Fig. 1: signal wires on met3
(3 px per µm)
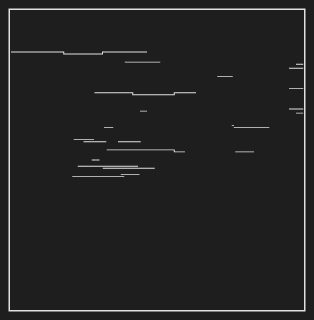
Fig. 2: cells by drive strength
(4 px per µm)
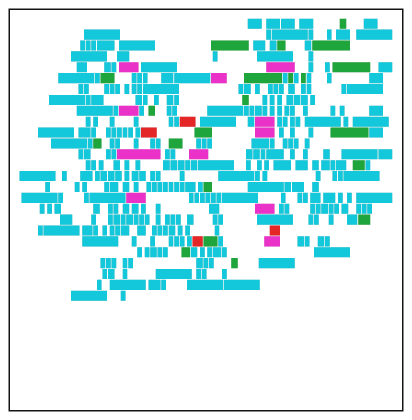
Fig. 3: M2 wires
(3 px per µm) Cells faint in the background.
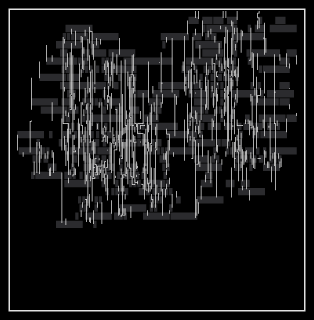
Fig. 4: gate-type map
(4 px per µm)
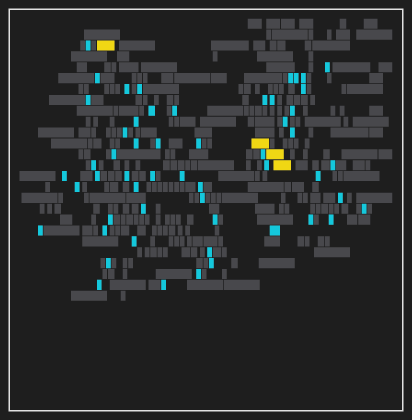
$ cat src/rtl/tlc_pkg.sv
// Shared types and constants for the traffic intersection controller.
// Contents:
//   tlc_state_e   : controller phase (GREEN, YELLOW, ALL_RED)
//   STATUS_*      : 2-bit status encodings driven on the status output
//   state_status(): maps a phase to its status code, ignoring pending requests
package tlc_pkg;

    typedef enum logic [1:0] {
        GREEN   = 2'd0,
        YELLOW  = 2'd1,
        ALL_RED = 2'd2
    } tlc_state_e;

    localparam logic [1:0] STATUS_GO        = 2'b00;
    localparam logic [1:0] STATUS_STOP_PREP = 2'b01;
    localparam logic [1:0] STATUS_STOP      = 2'b10;
    localparam logic [1:0] STATUS_REQ       = 2'b11;

    function automatic logic [1:0] state_status(input tlc_state_e st);
        logic [1:0] s;
        unique case (st)
            GREEN:   s = STATUS_GO;
            YELLOW:  s = STATUS_STOP_PREP;
            default: s = STATUS_STOP;
        endcase
        return s;
    endfunction

endpackage

$ cat src/rtl/tlc_tick_gen.sv
// Free-running one-second tick generator.
// Ports:
//   clk   : clock
//   rst_n : asynchronous active-low reset
//   tick  : one-cycle pulse while the counter sits at TICK_DIV-1
module tlc_tick_gen #(
    parameter int unsigned TICK_DIV = 12000000
) (
    input  logic clk,
    input  logic rst_n,
    output logic tick
);

    localparam int unsigned CW = (TICK_DIV > 1) ? $clog2(TICK_DIV) : 1;
    localparam logic [CW-1:0] LAST = CW'(TICK_DIV - 1);

    logic [CW-1:0] cnt_q, cnt_d;

    always_comb begin
        tick  = (cnt_q == LAST);
        cnt_d = tick ? '0 : cnt_q + CW'(1);
    end

    always_ff @(posedge clk or negedge rst_n) begin
        if (!rst_n) begin
            cnt_q <= '0;
        end else begin
            cnt_q <= cnt_d;
        end
    end

endmodule

$ cat src/rtl/traffic_intersection_ctrl.sv
// Round-robin traffic light controller for NUM_WAYS approaches.
// Each way in turn gets GREEN -> YELLOW -> ALL_RED; durations are counted in ticks.
// Build option: define TLC_PED_REQ_EN to enable request buttons, which can cut a
// green phase short once MIN_GREEN_SEC has elapsed.
// Ports:
//   clk, rst_n            : clock, asynchronous active-low reset
//   button[NUM_WAYS]      : raw asynchronous request inputs
//   red/yellow/green      : registered per-way lamp drives
//   active_way            : index of the way currently served
//   status                : 00 go, 01 prepare-to-stop, 10 stop, 11 request pending
//   status_strobe         : one-cycle pulse whenever status changes
module traffic_intersection_ctrl
    import tlc_pkg::*;
#(
    parameter int unsigned NUM_WAYS      = 2,
    parameter int unsigned TICK_DIV      = 12000000,
    parameter int unsigned GREEN_SEC     = 4,
    parameter int unsigned MIN_GREEN_SEC = 2,
    parameter int unsigned YELLOW_SEC    = 2,
    parameter int unsigned ALLRED_SEC    = 1
) (
    input  logic                        clk,
    input  logic                        rst_n,
    input  logic [NUM_WAYS-1:0]         button,
    output logic [NUM_WAYS-1:0]         red,
    output logic [NUM_WAYS-1:0]         yellow,
    output logic [NUM_WAYS-1:0]         green,
    output logic [$clog2(NUM_WAYS)-1:0] active_way,
    output logic [1:0]                  status,
    output logic                        status_strobe
);

    localparam int unsigned AW = $clog2(NUM_WAYS);

    tlc_state_e          state_q, state_d;
    logic [AW-1:0]       way_q, way_d, next_way;
    logic [7:0]          sec_q, sec_d;
    logic                tick;
    logic                req_cut;
    logic [NUM_WAYS-1:0] way_mask;
    logic [NUM_WAYS-1:0] pending;
    logic [NUM_WAYS-1:0] red_d, yellow_d, green_d;
    logic [1:0]          status_d;

    tlc_tick_gen #(
        .TICK_DIV(TICK_DIV)
    ) u_tick_gen (
        .clk  (clk),
        .rst_n(rst_n),
        .tick (tick)
    );

    assign way_mask = NUM_WAYS'(1) << way_q;
    assign next_way = (way_q == AW'(NUM_WAYS - 1)) ? '0 : way_q + AW'(1);
    // Only requests from other ways may shorten the current green.
    assign req_cut  = (|(pending & ~way_mask)) && (sec_q >= 8'(MIN_GREEN_SEC - 1));

    always_comb begin
        state_d = state_q;
        way_d   = way_q;
        sec_d   = sec_q;
        if (tick) begin
            sec_d = sec_q + 8'd1;
            unique case (state_q)
                GREEN: begin
                    if (sec_q == 8'(GREEN_SEC - 1) || req_cut) begin
                        state_d = YELLOW;
                        sec_d   = '0;
                    end
                end
                YELLOW: begin
                    if (sec_q == 8'(YELLOW_SEC - 1)) begin
                        state_d = ALL_RED;
                        sec_d   = '0;
                    end
                end
                ALL_RED: begin
                    if (sec_q == 8'(ALLRED_SEC - 1)) begin
                        state_d = GREEN;
                        way_d   = next_way;
                        sec_d   = '0;
                    end
                end
                default: begin
                    state_d = ALL_RED;
                    sec_d   = '0;
                end
            endcase
        end
    end

    // Lamps and status are decoded from the current state and registered,
    // so they follow the state by one cycle.
    always_comb begin
        red_d    = '1;
        yellow_d = '0;
        green_d  = '0;
        unique case (state_q)
            GREEN: begin
                green_d = way_mask;
                red_d   = ~way_mask;
            end
            YELLOW: begin
                yellow_d = way_mask;
                red_d    = ~way_mask;
            end
            default: ;
        endcase
        status_d = ((state_q == GREEN) && (|pending)) ? STATUS_REQ : state_status(state_q);
    end

    always_ff @(posedge clk or negedge rst_n) begin
        if (!rst_n) begin
            state_q       <= ALL_RED;
            way_q         <= AW'(NUM_WAYS - 1);
            sec_q         <= '0;
            red           <= '1;
            yellow        <= '0;
            green         <= '0;
            status        <= STATUS_STOP;
            status_strobe <= 1'b0;
        end else begin
            state_q       <= state_d;
            way_q         <= way_d;
            sec_q         <= sec_d;
            red           <= red_d;
            yellow        <= yellow_d;
            green         <= green_d;
            status        <= status_d;
            status_strobe <= (status_d != status);
        end
    end

    assign active_way = way_q;

`ifdef TLC_PED_REQ_EN
    logic [NUM_WAYS-1:0] sync1_q, sync2_q, prev_q, pending_q, pending_d;
    logic [NUM_WAYS-1:0] rise, next_mask;
    logic                enter_green;

    assign next_mask   = NUM_WAYS'(1) << next_way;
    assign enter_green = tick && (state_q == ALL_RED) && (sec_q == 8'(ALLRED_SEC - 1));

    always_comb begin
        rise      = sync2_q & ~prev_q;
        pending_d = pending_q | rise;
        // The way being served never holds a request; an edge landing on the
        // entry cycle is dropped with it.
        if (state_q == GREEN) begin
            pending_d = pending_d & ~way_mask;
        end
        if (enter_green) begin
            pending_d = pending_d & ~next_mask;
        end
    end

    always_ff @(posedge clk or negedge rst_n) begin
        if (!rst_n) begin
            sync1_q   <= '0;
            sync2_q   <= '0;
            prev_q    <= '0;
            pending_q <= '0;
        end else begin
            sync1_q   <= button;
            sync2_q   <= sync1_q;
            prev_q    <= sync2_q;
            pending_q <= pending_d;
        end
    end

    assign pending = pending_q;
`else
    logic unused_button;
    assign unused_button = ^button;
    assign pending       = '0;
`endif

endmodule

$ cat config.mk
export PLATFORM = sky130hd
export DESIGN_NAME = traffic_intersection_ctrl
export DESIGN_NICKNAME = d
export VERILOG_FILES = /design/src/rtl/tlc_pkg.sv /design/src/rtl/tlc_tick_gen.sv /design/src/rtl/traffic_intersection_ctrl.sv
export SDC_FILE = /design/constraint.sdc
export NUM_CORES = 1
export LEC_CHECK = 0
export ABC_AREA = 1
export CAP_MARGIN = 20
export CORE_AREA = 2 2 96 98
export CTS_CLUSTER_DIAMETER = 60
export CTS_CLUSTER_SIZE = 12
export DETAILED_ROUTE_END_ITERATION = 12
export DIE_AREA = 0 0 98 100
export GPL_TIMING_DRIVEN = 0
export PLACE_DENSITY = 0.56
export SLEW_MARGIN = 20
export SYNTH_ARGS = -nofsm -noshare
export SYNTH_HDL_FRONTEND = slang
export SYNTH_SLANG_ARGS = --single-unit
$ cat constraint.sdc
create_clock -name clk -period 1.7 [get_ports clk]
set_input_delay 0.17 -clock clk [delete_from_list [all_inputs] [get_ports clk]]
set_output_delay 0.17 -clock clk [all_outputs]
set_load 0.005 [all_outputs]
==> results.txt <==
Implementation numbers.

- The worst IR drop on VDD reads 0.310 mV.
- The worst setup path is captured at a register.
- Listed in order, past its start point the critical path passes ha_1 > nand3_2 > nor2_4 > nand3_2 > buf_6 > nand2_1 > o21ai_1.
- The TritonCTS buffer count is 5.
- The final total power reads 1970 µW.
- The data required time at the worst endpoint reads 1890 ps.
- In the synthesized netlist, the cells that appear most often are sky130_fd_sc_hd__nand2_1, sky130_fd_sc_hd__nor2_1, sky130_fd_sc_hd__inv_1.
- Leaving out buffers and inverters, the combinational logic in the layout accounts for 0.00120 mm².
- The floorplan report gives the top-level pin count as 14.
- The clock network power consumption is 899 µW.
- The part of the total power dissipated in combinational logic reads 1.4%.
- Data arrives at the worst endpoint at 1760 ps.
- The wire length of the first global-routing pass reads 9750 µm.
- The number of different library cells in the post-synthesis netlist is 31.
- The power dissipated in combinational cells reads 28.0 µW.
- The most critical hold endpoint after final layout shows a slack of 300 ps.
- The cell internal power dissipation reads 1570 µW.
- The post-route netlist has 9.50% of its cells at a drive strength greater than 1.
- Summed over all cells, the static leakage comes to 0.00145 µW.
- The part of the power in registers is 53.0%.
- The area of the core region is 0.00889 mm².
- The clock skew after layout is 9.98 ps.
- The layout has 947 filler cells.
- Static timing analysis puts the maximum clock frequency at 0.637 GHz.
- The yosys stat chip area reads 0.00254 mm².
- The number of endpoints failing setup at the final stage reads 0.
- The longest incremental delay of any stage on the critical path is reported as 400 ps.
- The number of max-cap violations is 0.
- The worst-margin pin slew reads 371 ps.
- The count of flip-flops with a built-in enable after synthesis reads 0.
- The clock tree from TritonCTS is built.
- Note that the worst hold path type here is input pin to asynchronous set/reset pin.
- The repair_antennas step left the layout with diodes totalling 0.
- The run finished with clean final reports.
- The mapped netlist covers 0.00254 mm².
- The power report attributes to the clock group a share of 45.6%.
- The largest power group reads sequential cells.
- Sorting the synthesis cell report by count puts at the top sky130_fd_sc_hd__nand2_1.
- After synthesis, the mean cell area works out to 7.12 µm².
- Per the detail_route report, DRC violations left total 0.
- The register clock-pin slew on the reported worst setup and hold paths reads 90 ps.
- The core occupancy in the finished layout reads 33.3%.
- The library cell used as clock root buffer is sky130_fd_sc_hd__clkbuf_8.
- Sorting the synthesized cells by area gives the leading types as sky130_fd_sc_hd__dfrtp_1, sky130_fd_sc_hd__nand2_1, sky130_fd_sc_hd__nor2_1.
- After layout, the worst path uses 92.4% of the clock period.
- The number of vias per cell after detailed routing is 4.43.
- The worst-case max-slew headroom was logged as 75.2%.
- When the netlist entered floorplanning its net count stood at 365.
- The placement-stage worst setup slack reads 42.2 ps.
- The net switching power is 401 µW.
- The Yosys warning count reads 0.
- The die area reads 0.00980 mm².
- The global-route usage over all layers reads 12.2%.
- The critical path is of the register to register type.
- The fraction of post-synthesis cell area in the top cell type by area reads 38.4%.
- At the end of routability-driven placement, the weighted congestion stood at 0.928.
- The number of instances in the placed design is 480.
- The number of max-slew violations in the final report is 0.
- The maximum fanout along the worst path is 10.
- The script computed the net switching share of total power as 20.3%.
- The first-pass iteration count of the detailed router is 4.
- Buffers placed on the I/O ports in this run total 11.
- The sum of negative setup slack is 0 ps.
- The number of routed nets with antenna violations reads 0.
- The final hold violation count is 0.
- The half-perimeter wire length of the detailed placement result is 4160 µm.
- The initial antenna violation count reads 0.
- The floorplan-stage core utilization is 28.6%.
- The number of logged tool warnings reads 30.
- The post-layout net count is 386.
- The biggest area consumer among synthesized cells reads sky130_fd_sc_hd__dfrtp_1.
- The cell with the biggest individual delay on the critical path is sky130_fd_sc_hd__dfrtp_1.
- The number of cell instances after yosys synthesis is 357.
- The register area is 0.00111 mm².
- The number of register bits inferred by synthesis reads 44.
- The minimum clock period after layout reads 1570 ps.
- The startpoint class of the critical path is a register.
- The synthesis report gives the async set-or-reset register share as 100%.
- The clock latency of the later-clocked register in the worst-skew pair is 300 ps.
- In this run the cell area measured after placement is 0.00281 mm².
- The largest net degree at the start of global routing reads 31.
- The height of the die reads 100 µm.
- The sequential cell area fraction in the yosys report is 43.6%.
- Power spread over the standard cell area amounts to 666 mW/mm².
- The via count of the first global-routing pass is 2,067.
- Looking at the cell usage after synthesis, the top flip-flop cell is sky130_fd_sc_hd__dfrtp_1.
- The total grt overflow reads 0.
Back to the opening pictures, Fig. 1:
wire length on this layer: 248 µm
longest straight run: 22.3 µm
share of all routed wire: 4.5%
routed wire length: 5540 µm
M3 GR Usage: 3.34%
count of vias placed by the detailed router: 2,171

Back to the opening pictures, Fig. 2:
| size | colour | cells | share | most used |
|---|---|---|---|---|
| x6 and larger | magenta | 11 | 2.9% | clkbuf_8 |
| x2 | green | 21 | 5.5% | dfstp_2 |
| x1 and smaller | cyan | 343 | 91% | nand2_1 |
| x3 and x4 | red | 4 | 1.1% | nor2_4 |
bufs w/o clock: 19
layout overhead on the synthesized area: 16.5%
post-route worst setup slack: 130 ps
final instance area: 0.00296 mm²

Back to the opening pictures, Fig. 3:
nets with wire on the layer: 293
share of all routed wire: 45%
wire length on this layer: 2,490 µm
main direction: vertical

Back to the opening pictures, Fig. 4:
| family | colour | cells | most used |
|---|---|---|---|
| fa/ha/maj cells | yellow | 4 | ha_1 |
| inv cells | cyan | 54 | inv_1 |
multi-input logic portion of the cell area: 40.6%
final cell count without fillers: 490
most numerous logic cell after layout: sky130_fd_sc_hd__nand2_1

-- cell families (layout without fill, tap and decap cells) --
group                    Yosys count  after routing  synth area share (%)
AND-OR/OR-AND                     15             15                  3.74
adder cells (fa/ha/maj)            4              4                  1.97
flip-flops                        44             44                  43.6
XOR/XNOR                          10             10                  3.45
buffers and inverters             59             81                  9.45
AND/OR/NAND/NOR                  225            225                  37.8
-- sequential cells by signal (all words and copies together), names as in the netlist --
signal,cells
u_tick_gen.cnt_q,24
sec_q,8
green,2
red,2
state_q,2
status,2
yellow,2
active_way,1
status_strobe,1
-- final timing paths --
check / cells past startpoint / slack [ps] / endpoint / start
worst min-delay path: 2 / 300 / yellow[1] / rst_n
min in group clk: 1 / 490 / u_tick_gen.cnt_q[0] / u_tick_gen.cnt_q[0]
max in group asynchronous: 3 / 860 / status[1] / rst_n
worst min register to register: 1 / 490 / u_tick_gen.cnt_q[0] / u_tick_gen.cnt_q[0]
worst max-delay path: 7 / 130 / sec_q[5] / u_tick_gen.cnt_q[0]
worst max register to register: 7 / 130 / sec_q[5] / u_tick_gen.cnt_q[0]
-- critical path, delay by kind of cell (launching register included) --
kind | cells | cell delay, ps
compound gates | 1 | 60
fa+ha+maj | 1 | 210
buf+inv | 1 | 190
flops | 1 | 400
simple gates | 4 | 600
-- cells in the final DEF, fill, tap and decap left out, types with 2 or more instances in the layout --
master and count:
sky130_fd_sc_hd__nand2_1 96, sky130_fd_sc_hd__nor3b_1 3, sky130_fd_sc_hd__o211ai_1 3, sky130_fd_sc_hd__dfstp_2 5
sky130_fd_sc_hd__buf_2 3, sky130_fd_sc_hd__buf_6 2, sky130_fd_sc_hd__dfrtp_1 39, sky130_fd_sc_hd__nand2_2 3
sky130_fd_sc_hd__xor2_1 9, sky130_fd_sc_hd__nand4_1 4, sky130_fd_sc_hd__nor2_1 73, sky130_fd_sc_hd__nand3_1 32
sky130_fd_sc_hd__inv_1 50, sky130_fd_sc_hd__o21ai_0 5, sky130_fd_sc_hd__nand3_2 3, sky130_fd_sc_hd__o21ai_1 2
sky130_fd_sc_hd__nor3_1 6, sky130_fd_sc_hd__ha_1 4, sky130_fd_sc_hd__o21ai_2 2, sky130_fd_sc_hd__clkdlybuf4s50_1 10
sky130_fd_sc_hd__nor2_4 2, sky130_fd_sc_hd__inv_2 2, sky130_fd_sc_hd__clkbuf_8 7
-- what timing repair did --
item	4_1_cts	5_1_grt
endpoints found under the setup margin	0	14
resized	0	3
setup buffers	0	1
endpoints found under the hold margin	11	0
hold buffers	1	0
-- routing by layer --
layer / wire (µm) / track usage (%)
met2: 2490 / 19.5
met3: 247 / 3.34
met5: 0 / 0
met1: 2770 / 16.7
met4: 36 / 2.56
-- layout make-up --
| type | count | share of cell area [%] |
|---|---|---|
| plain buffers | 5 | 1.23 |
| clock buffers | 7 | 3.25 |
| clock inverters | 1 | 1.01 |
| inverters | 54 | 7.01 |
| multi-input cells | 254 | 40.6 |
| flip-flops and latches | 44 | 37.4 |
| well taps | 111 | 4.69 |
| repair buffers | 14 | 4.82 |
Power is estimated from default activity; no workload was simulated.
